Fig. 1: gate families picked out
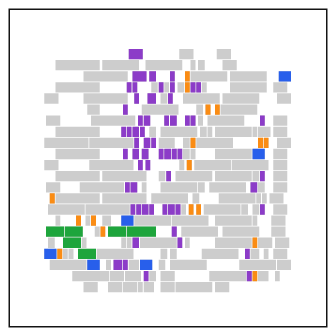
Fig. 2: cells by drive strength
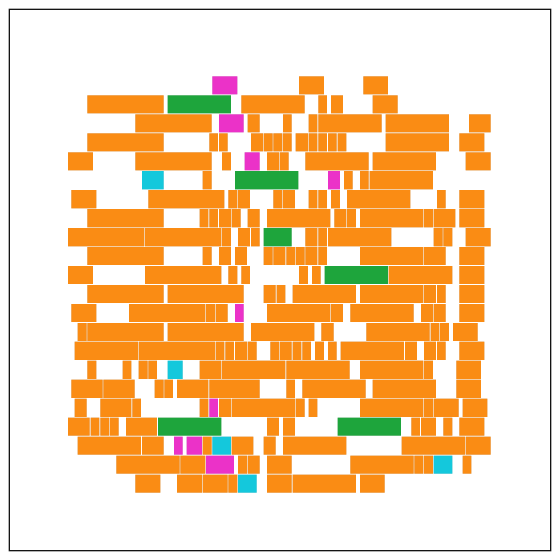
Fig. 3: placed cells, one colour a class
Scale bar: 20 um. Fill, decap, tap and diode cells in grey.
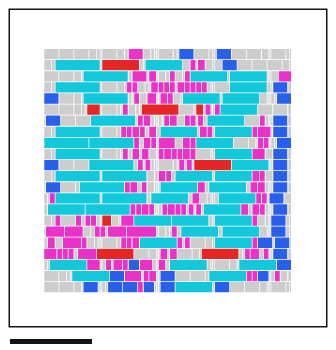
Fig. 4: the metal 2 layer
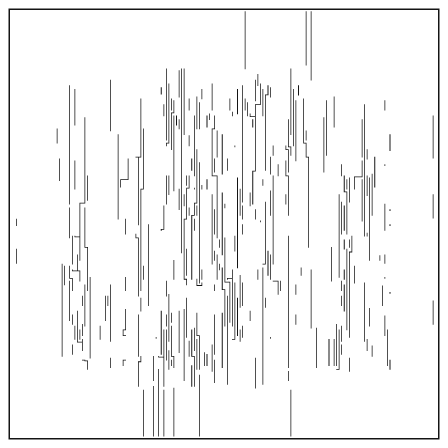
===== src/rtl/jk_drv_pkg.sv =====
// Shared mode encodings and the per-bit JK excitation rule for the excitation driver.
package jk_drv_pkg;

  localparam logic MODE_DIRECT = 1'b0;
  localparam logic MODE_TOGGLE = 1'b1;

  // Returns {j,k} that moves one JK flop from s to t.
  function automatic logic [1:0] jk_excite(input logic s, input logic t, input logic mode);
    logic [1:0] w_jk;
    if (s == t)
      w_jk = 2'b00;
    else if (mode == MODE_TOGGLE)
      w_jk = 2'b11;
    else if (t)
      w_jk = 2'b10;
    else
      w_jk = 2'b01;
    return w_jk;
  endfunction

endpackage


===== src/rtl/jk_excite_drv_if.sv =====
// Valid/ready stream carrying target state words into the excitation driver.
interface jk_excite_drv_if #(
  parameter int WIDTH = 4
) ();
  logic             valid;
  logic             ready;
  logic [WIDTH-1:0] data;

  modport master (output valid, output data, input ready);
  modport slave  (input valid, input data, output ready);
endinterface


===== src/rtl/jk_drv_fifo.sv =====
// Synchronous FIFO holding pending target words; pointers wrap naturally (DEPTH power of two).
module jk_drv_fifo #(
  parameter int WIDTH = 4,
  parameter int DEPTH = 4
) (
  input  logic                     clk,
  input  logic                     reset,
  input  logic                     i_push,
  input  logic [WIDTH-1:0]         i_wdata,
  input  logic                     i_pop,
  output logic [WIDTH-1:0]         o_rdata,
  output logic                     o_full,
  output logic                     o_empty,
  output logic [$clog2(DEPTH):0]   o_level
);

  localparam int AW = $clog2(DEPTH);
  localparam int LW = AW + 1;

  logic [WIDTH-1:0] r_mem [DEPTH];
  logic [AW-1:0]    r_wptr;
  logic [AW-1:0]    r_rptr;
  logic [LW-1:0]    r_level;

  always_ff @(posedge clk) begin
    if (i_push) r_mem[r_wptr] <= i_wdata;
  end

  always_ff @(posedge clk or posedge reset) begin
    if (reset) begin
      r_wptr  <= '0;
      r_rptr  <= '0;
      r_level <= '0;
    end else begin
      if (i_push) r_wptr <= r_wptr + 1'b1;
      if (i_pop)  r_rptr <= r_rptr + 1'b1;
      case ({i_push, i_pop})
        2'b10:   r_level <= r_level + 1'b1;
        2'b01:   r_level <= r_level - 1'b1;
        default: r_level <= r_level;
      endcase
    end
  end

  assign o_rdata = r_mem[r_rptr];
  assign o_full  = (r_level == LW'(DEPTH));
  assign o_empty = (r_level == '0);
  assign o_level = r_level;

endmodule


===== src/rtl/jk_excite_drv.sv =====
// JK bank excitation driver: pops target words, issues registered j/k commands,
// and checks the bank's q feedback two edges later with sticky error flags.
module jk_excite_drv
  import jk_drv_pkg::*;
#(
  parameter int WIDTH = 4,
  parameter int DEPTH = 4
) (
  input  logic                   clk,
  input  logic                   reset,
  jk_excite_drv_if.slave         s_in,
  input  logic                   i_mode,
  input  logic                   i_hold,
  output logic [WIDTH-1:0]       o_j,
  output logic [WIDTH-1:0]       o_k,
  output logic                   o_out_valid,
  input  logic [WIDTH-1:0]       i_q_fb,
  input  logic                   i_clear_err,
  output logic                   o_mismatch,
  output logic [WIDTH-1:0]       o_err_bits,
  output logic [$clog2(DEPTH):0] o_level
);

  logic             w_full;
  logic             w_empty;
  logic             w_push;
  logic             w_pop;
  logic [WIDTH-1:0] w_head;
  logic [WIDTH-1:0] w_j;
  logic [WIDTH-1:0] w_k;
  logic [WIDTH-1:0] w_diff;

  logic [WIDTH-1:0] r_shadow;
  logic [WIDTH-1:0] r_j;
  logic [WIDTH-1:0] r_k;
  logic             r_out_valid;
  logic             r_e1_v;
  logic [WIDTH-1:0] r_e1;
  logic             r_e2_v;
  logic [WIDTH-1:0] r_e2;
  logic [WIDTH-1:0] r_err_bits;
  logic             r_mismatch;

  assign s_in.ready = ~w_full;
  assign w_push     = s_in.valid & ~w_full;
  assign w_pop      = ~w_empty & ~i_hold;

  jk_drv_fifo #(.WIDTH(WIDTH), .DEPTH(DEPTH)) u_fifo (
    .clk     (clk),
    .reset   (reset),
    .i_push  (w_push),
    .i_wdata (s_in.data),
    .i_pop   (w_pop),
    .o_rdata (w_head),
    .o_full  (w_full),
    .o_empty (w_empty),
    .o_level (o_level)
  );

  always_comb begin
    w_j = '0;
    w_k = '0;
    for (int i = 0; i < WIDTH; i++) begin
      {w_j[i], w_k[i]} = jk_excite(r_shadow[i], w_head[i], i_mode);
    end
  end

  // Stage E2 lines up with the cycle after the bank has captured the command.
  assign w_diff = r_e2_v ? (i_q_fb ^ r_e2) : '0;

  always_ff @(posedge clk or posedge reset) begin
    if (reset) begin
      r_shadow    <= '0;
      r_j         <= '0;
      r_k         <= '0;
      r_out_valid <= 1'b0;
      r_e1_v      <= 1'b0;
      r_e1        <= '0;
      r_e2_v      <= 1'b0;
      r_e2        <= '0;
      r_err_bits  <= '0;
      r_mismatch  <= 1'b0;
    end else begin
      r_out_valid <= w_pop;
      r_j         <= w_pop ? w_j : '0;
      r_k         <= w_pop ? w_k : '0;
      if (w_pop) r_shadow <= w_head;
      r_e1_v      <= w_pop;
      r_e1        <= w_head;
      r_e2_v      <= r_e1_v;
      r_e2        <= r_e1;
      // A new failure at the same edge as clear_err survives the clear.
      r_err_bits  <= (i_clear_err ? '0 : r_err_bits) | w_diff;
      r_mismatch  <= (i_clear_err ? 1'b0 : r_mismatch) | (|w_diff);
    end
  end

  assign o_j         = r_j;
  assign o_k         = r_k;
  assign o_out_valid = r_out_valid;
  assign o_err_bits  = r_err_bits;
  assign o_mismatch  = r_mismatch;

endmodule

===== src/flat_wrapper.sv =====
// flat-port wrapper written by rule: the top's interface ports become plain ports
module jk_excite_drv_flat import jk_drv_pkg::*;
#(
  parameter int WIDTH = 4,
  parameter int DEPTH = 4
)
  (clk, reset, i_mode, i_hold, o_j, o_k, o_out_valid, i_q_fb, i_clear_err, o_mismatch, o_err_bits, o_level, s_in_valid, s_in_data, s_in_ready);
  jk_excite_drv_if #(.WIDTH(WIDTH)) s_in_i ();
  input  logic clk;
  input  logic reset;
  input  logic i_mode;
  input  logic i_hold;
  output logic [WIDTH-1:0] o_j;
  output logic [WIDTH-1:0] o_k;
  output logic o_out_valid;
  input  logic [WIDTH-1:0] i_q_fb;
  input  logic i_clear_err;
  output logic o_mismatch;
  output logic [WIDTH-1:0] o_err_bits;
  output logic [$clog2(DEPTH):0] o_level;
  input wire logic [$bits(s_in_i.valid)-1:0] s_in_valid;
  input wire logic [$bits(s_in_i.data)-1:0] s_in_data;
  output wire logic [$bits(s_in_i.ready)-1:0] s_in_ready;
  assign s_in_i.valid = s_in_valid;
  assign s_in_i.data = s_in_data;
  assign s_in_ready = s_in_i.ready;
  jk_excite_drv #(.WIDTH(WIDTH), .DEPTH(DEPTH)) u_core (.clk(clk), .reset(reset), .s_in(s_in_i), .i_mode(i_mode), .i_hold(i_hold), .o_j(o_j), .o_k(o_k), .o_out_valid(o_out_valid), .i_q_fb(i_q_fb), .i_clear_err(i_clear_err), .o_mismatch(o_mismatch), .o_err_bits(o_err_bits), .o_level(o_level));
endmodule

===== config.mk =====
export PLATFORM = sky130hd
export DESIGN_NAME = jk_excite_drv_flat
export DESIGN_NICKNAME = d
export VERILOG_FILES = /design/src/rtl/jk_drv_pkg.sv /design/src/rtl/jk_excite_drv_if.sv /design/src/rtl/jk_drv_fifo.sv /design/src/rtl/jk_excite_drv.sv /design/src/flat_wrapper.sv
export SDC_FILE = /design/constraint.sdc
export NUM_CORES = 1
export LEC_CHECK = 0
export ABC_AREA = 1
export CORE_MARGIN = 8
export CORE_UTILIZATION = 54
export CTS_BUF_LIST = sky130_fd_sc_hd__clkbuf_16
export CTS_CLUSTER_DIAMETER = 200
export DETAILED_ROUTE_END_ITERATION = 10
export GPL_ROUTABILITY_DRIVEN = 1
export PLACE_DENSITY = 0.8
export SYNTH_ARGS = -nofsm -noshare
export SYNTH_HDL_FRONTEND = slang
export SYNTH_SLANG_ARGS = --single-unit

===== constraint.sdc =====
create_clock -name clk -period 2.5 [get_ports clk]
set_input_delay 0.5 -clock clk [delete_from_list [all_inputs] [get_ports clk]]
set_output_delay 0.5 -clock clk [all_outputs]
set_load 0.02 [all_outputs]

==> git commit body <==
Record implementation results from latest flow run

- The run finished with clean final reports.
- Antenna violations before repair: 0
- Part of the power in the clock network: 0.198
- Summing all multiplexer cells gives an area fraction of 0.
- Max-slew check failures listed in the final report amount to 0.
- Synthesized instance count: 189
- Leading register cell type out of synthesis: dfrtp_1
* Simple-Gate Fraction of Synth Area: 0.1546
* Final Wtd Congestion: 0.7346
* Post-synth cell types: 20
- Relative slew slack: 0.7102
- CTS tree: built
- Sequential fraction of the synthesis area: 0.6528
* Achievable frequency: 499.6 MHz
* Setup slack on the worst flop-to-flop path: 0.52 ns
- Endpoints failing hold in the final report were tallied at 0.
- Across the routed clock network, the largest skew measured is 0.003475 ns.
- The worst hold path passes through 0 cells.
* All-Layer GR Usage: 0.1205
- Buffer count from post-CTS setup fixing: 0
- In the final design database the tool counted 248 nets.
- Switching portion of total power: 0.3663
* Chip Footprint: 5999 um2
- In this run, the synthesized area fraction spent on AND-OR/OR-AND gates is recorded as 0.06196.
* Share of synthesized registers carrying an async set or reset: 0.6800
- In this run the most critical hold path is launched from u_core.r_e1[1].
- Setup repair after global routing left no endpoint under its margin.
- Class of the most critical setup path: reg -> out
- End of the critical path: s_in_ready
- The path with the worst hold slack has its endpoint at u_core.r_e2[1].
- Prevailing logic family in the synthesized netlist: simple AND/OR/NAND/NOR gates
- Reg power frac: 0.419
* Routed via count divided by cell count: 4.780
- Of the total power, combinational logic draws 0.383.
- Horizontal die dimension: 77.46 um
- According to the Yosys statistics, the synthesized design has a chip area of 2039 um2.
- The first global-routing pass estimated 5899 um of wire.
- Port Buffer Count: 31
- The worst register-to-register path ends at u_core.u_fifo.o_level[2].
- Layout-stage area growth over the synthesis result: 25.28%
- Area of the core: 3633 um2
- Number of ports placed on the die boundary: 32
- Detailed routing inserted a total of 1324 vias.
- Setup TNS: 0 ns
* Endpoints failing setup: 0
* Switching power summed over all nets: 1.197 mW
* H-Tree Depth: 2
- Number of global-route vias before repair: 1326
- Share of layout cells above drive strength 1: 0.08734
* Overall die height: 77.46 um
- Final-layout fill cell count: 283
- Areal power density over the cells: 1279 nW/um2
- Type of element capturing the critical path: output pin
* Critical path fanouts, max: 3
- In this run the maximum-capacitance check reported violations numbering 0.
- Total half-perimeter wirelength after legalization and detailed placement: 2505 um
- Maximum number of pins on one net before global-route repair: 35
- Adder-cell share of the synthesized area: 0.04049
- For this design, Yosys synthesis ends with a cell count of 189.
- The tightest min-delay check is of the reg -> reg type.
- Drt initial violations: 58
- The design draws 3.269 mW.
- Per STA, the startpoint of the critical path is u_core.u_fifo.o_level[1].
- For this block, the routed nets add up to 3386 um of wire.
- For reference, the placement row count at floorplan is 22.
- Looking at the max-slew report, the worst-margin pin has a slew of 0.4347 ns.
- Synth Area in XOR/XNOR: 0.02577
* Tcrit/Tclk final: 0.8006
- Total iterations of the first detailed-routing run: 4
- For this run the aggregate overflow at the end of global routing stands at 0.
- Critical Path Source Type: register
* Count of library flops with an enable pin: 16
- Maximum number of buffers from clock root to sink: 2
* Required @ worst endpoint: 2.00 ns
* Leakage power: 1.167 nW
* CTS clk-pin slew, worst paths: 0.06 ns
- According to the CTS report, the clock sink count is 50.
Back to the opening pictures, Fig. 1:
[xor and xnor cells] blue | cells: 6
[nor cells] orange | cells: 17
[nand cells] purple | cells: 58
[fa/ha/maj cells] green | cells: 6

Back to the opening pictures, Fig. 2:
[_6 and larger] green | cells: 6
[_2 cells] magenta | cells: 9
[_0 and _1 cells] orange | cells: 209
[_3 and _4 cells] cyan | cells: 5

Back to the opening pictures, Fig. 3:
[sequential cells] cyan | cells: 50 | share of their area: 53%
[combinational and other logic] magenta | cells: 137 | share of their area: 27%
[clock drivers and dummy loads] red | cells: 8 | share of their area: 5.8%
[remaining buffers and delay cells] blue | cells: 34 | share of their area: 13%

Back to the opening pictures, Fig. 4:
nets with wire on the layer: 189
wire length on this layer: 1650 um

-- Yosys cell counts, types with 3 or more instances --
master / count / area (um2)
xor2_1: 4 / 35.03
dfrtp_1: 34 / 850.8
ha_1: 5 / 62.56
a21oi_1: 3 / 15.01
edfxtp_1: 16 / 480.5
nand2_1: 41 / 153.9
nand3_1: 13 / 65.06
nor2_1: 17 / 63.81
o21ai_0: 17 / 85.08
inv_2: 3 / 11.26
inv_1: 23 / 86.33
-- power by group through the flow --
stage                     clock network [mW]  logic (mW)  registers [mW]
final                                  0.648        1.25            1.37
after CTS                              0.663        1.27            1.37
after global routing                   0.693        1.42            1.41
after floorplan                            0       0.692            1.49
after global placement                     0        1.22            1.37
after detailed placement                   0        1.26            1.38
-- placed cells by master, fill, tap and decap left out --
cell,n
a21oi_1,3
a22o_1,1
buf_4,3
clkbuf_16,5
clkdlybuf4s50_1,31
clkinv_2,1
clkinv_4,1
dfrtp_1,34
edfxtp_1,16
fa_1,1
ha_1,5
inv_1,23
inv_2,3
inv_4,1
inv_8,1
nand2_1,41
nand2_2,2
nand3_1,13
nand3_2,2
nor2_1,17
o21ai_0,17
o21bai_2,1
o22ai_1,1
xnor2_1,2
xor2_1,4
-- per-stage QoR --
stage	hold WS (ns)	std cells	util	instance area (um2)	setup slack (ns)
finish	0.3477	277	0.7032	2555	0.4984
global route	0.3586	277	0.7032	2555	0.3218
CTS	0.3502	277	0.7032	2555	0.4824
detailed placement	0.3355	269	0.6632	2410	0.2406
global placement	0.3318	269	0.6632	2410	0.3120
floorplan	0.3312	189	-	2039	0.4213
-- worst max-delay path: stages, from the launching register on --
cell and delay, ns:
dfrtp_1 0.40, inv_1 0.13, nand3_1 0.12, clkdlybuf4s50_1 0.56
-- registers in the layout, summed over array words and instances (netlist names) --
register and flops:
u_core.u_fifo.r_mem 16, u_core.o_err_bits 4, u_core.o_j 4, u_core.o_k 4
u_core.r_e1 4, u_core.r_e2 4, u_core.r_shadow 4, u_core.u_fifo.o_level 3
u_core.u_fifo.r_rptr 2, u_core.u_fifo.r_wptr 2, u_core.o_mismatch 1, u_core.o_out_valid 1
u_core.r_e2_v 1
-- final cells by class --
class / count / area, um2 / area share
timing repair buffer: 34 / 332.8 / 0.1303
clock inverter: 3 / 20.02 / 0.007835
clock buffer: 5 / 125.1 / 0.04897
multi-input combinational: 110 / 576.8 / 0.2258
tap: 48 / 60.06 / 0.02351
inverter: 27 / 108.9 / 0.04261
sequential: 50 / 1331 / 0.5211
-- logic make-up after synthesis --
family | after synthesis
AOI/OAI and AO/OA | 23
xor gates and xnor gates | 6
adders and majority gates | 6
buffers and inverters | 29
DFF | 50
and+or+nand+nor | 75
-- metal layers --
| layer | vias up | GRT usage | part of all wire | routed length (um) |
|---|---|---|---|---|
| li1 | 678 | - | - | - |
| met1 | 611 | 0.1228 | 0.43 | 1454 |
| met2 | 29 | 0.2131 | 0.49 | 1647 |
| met3 | 6 | 0.05300 | 0.069 | 233 |
| met4 | 0 | 0.04528 | 0.015 | 50 |
| met5 | - | 0 | 0 | 0 |
Power figures rest on the tool's default switching activity, not on a simulated workload.
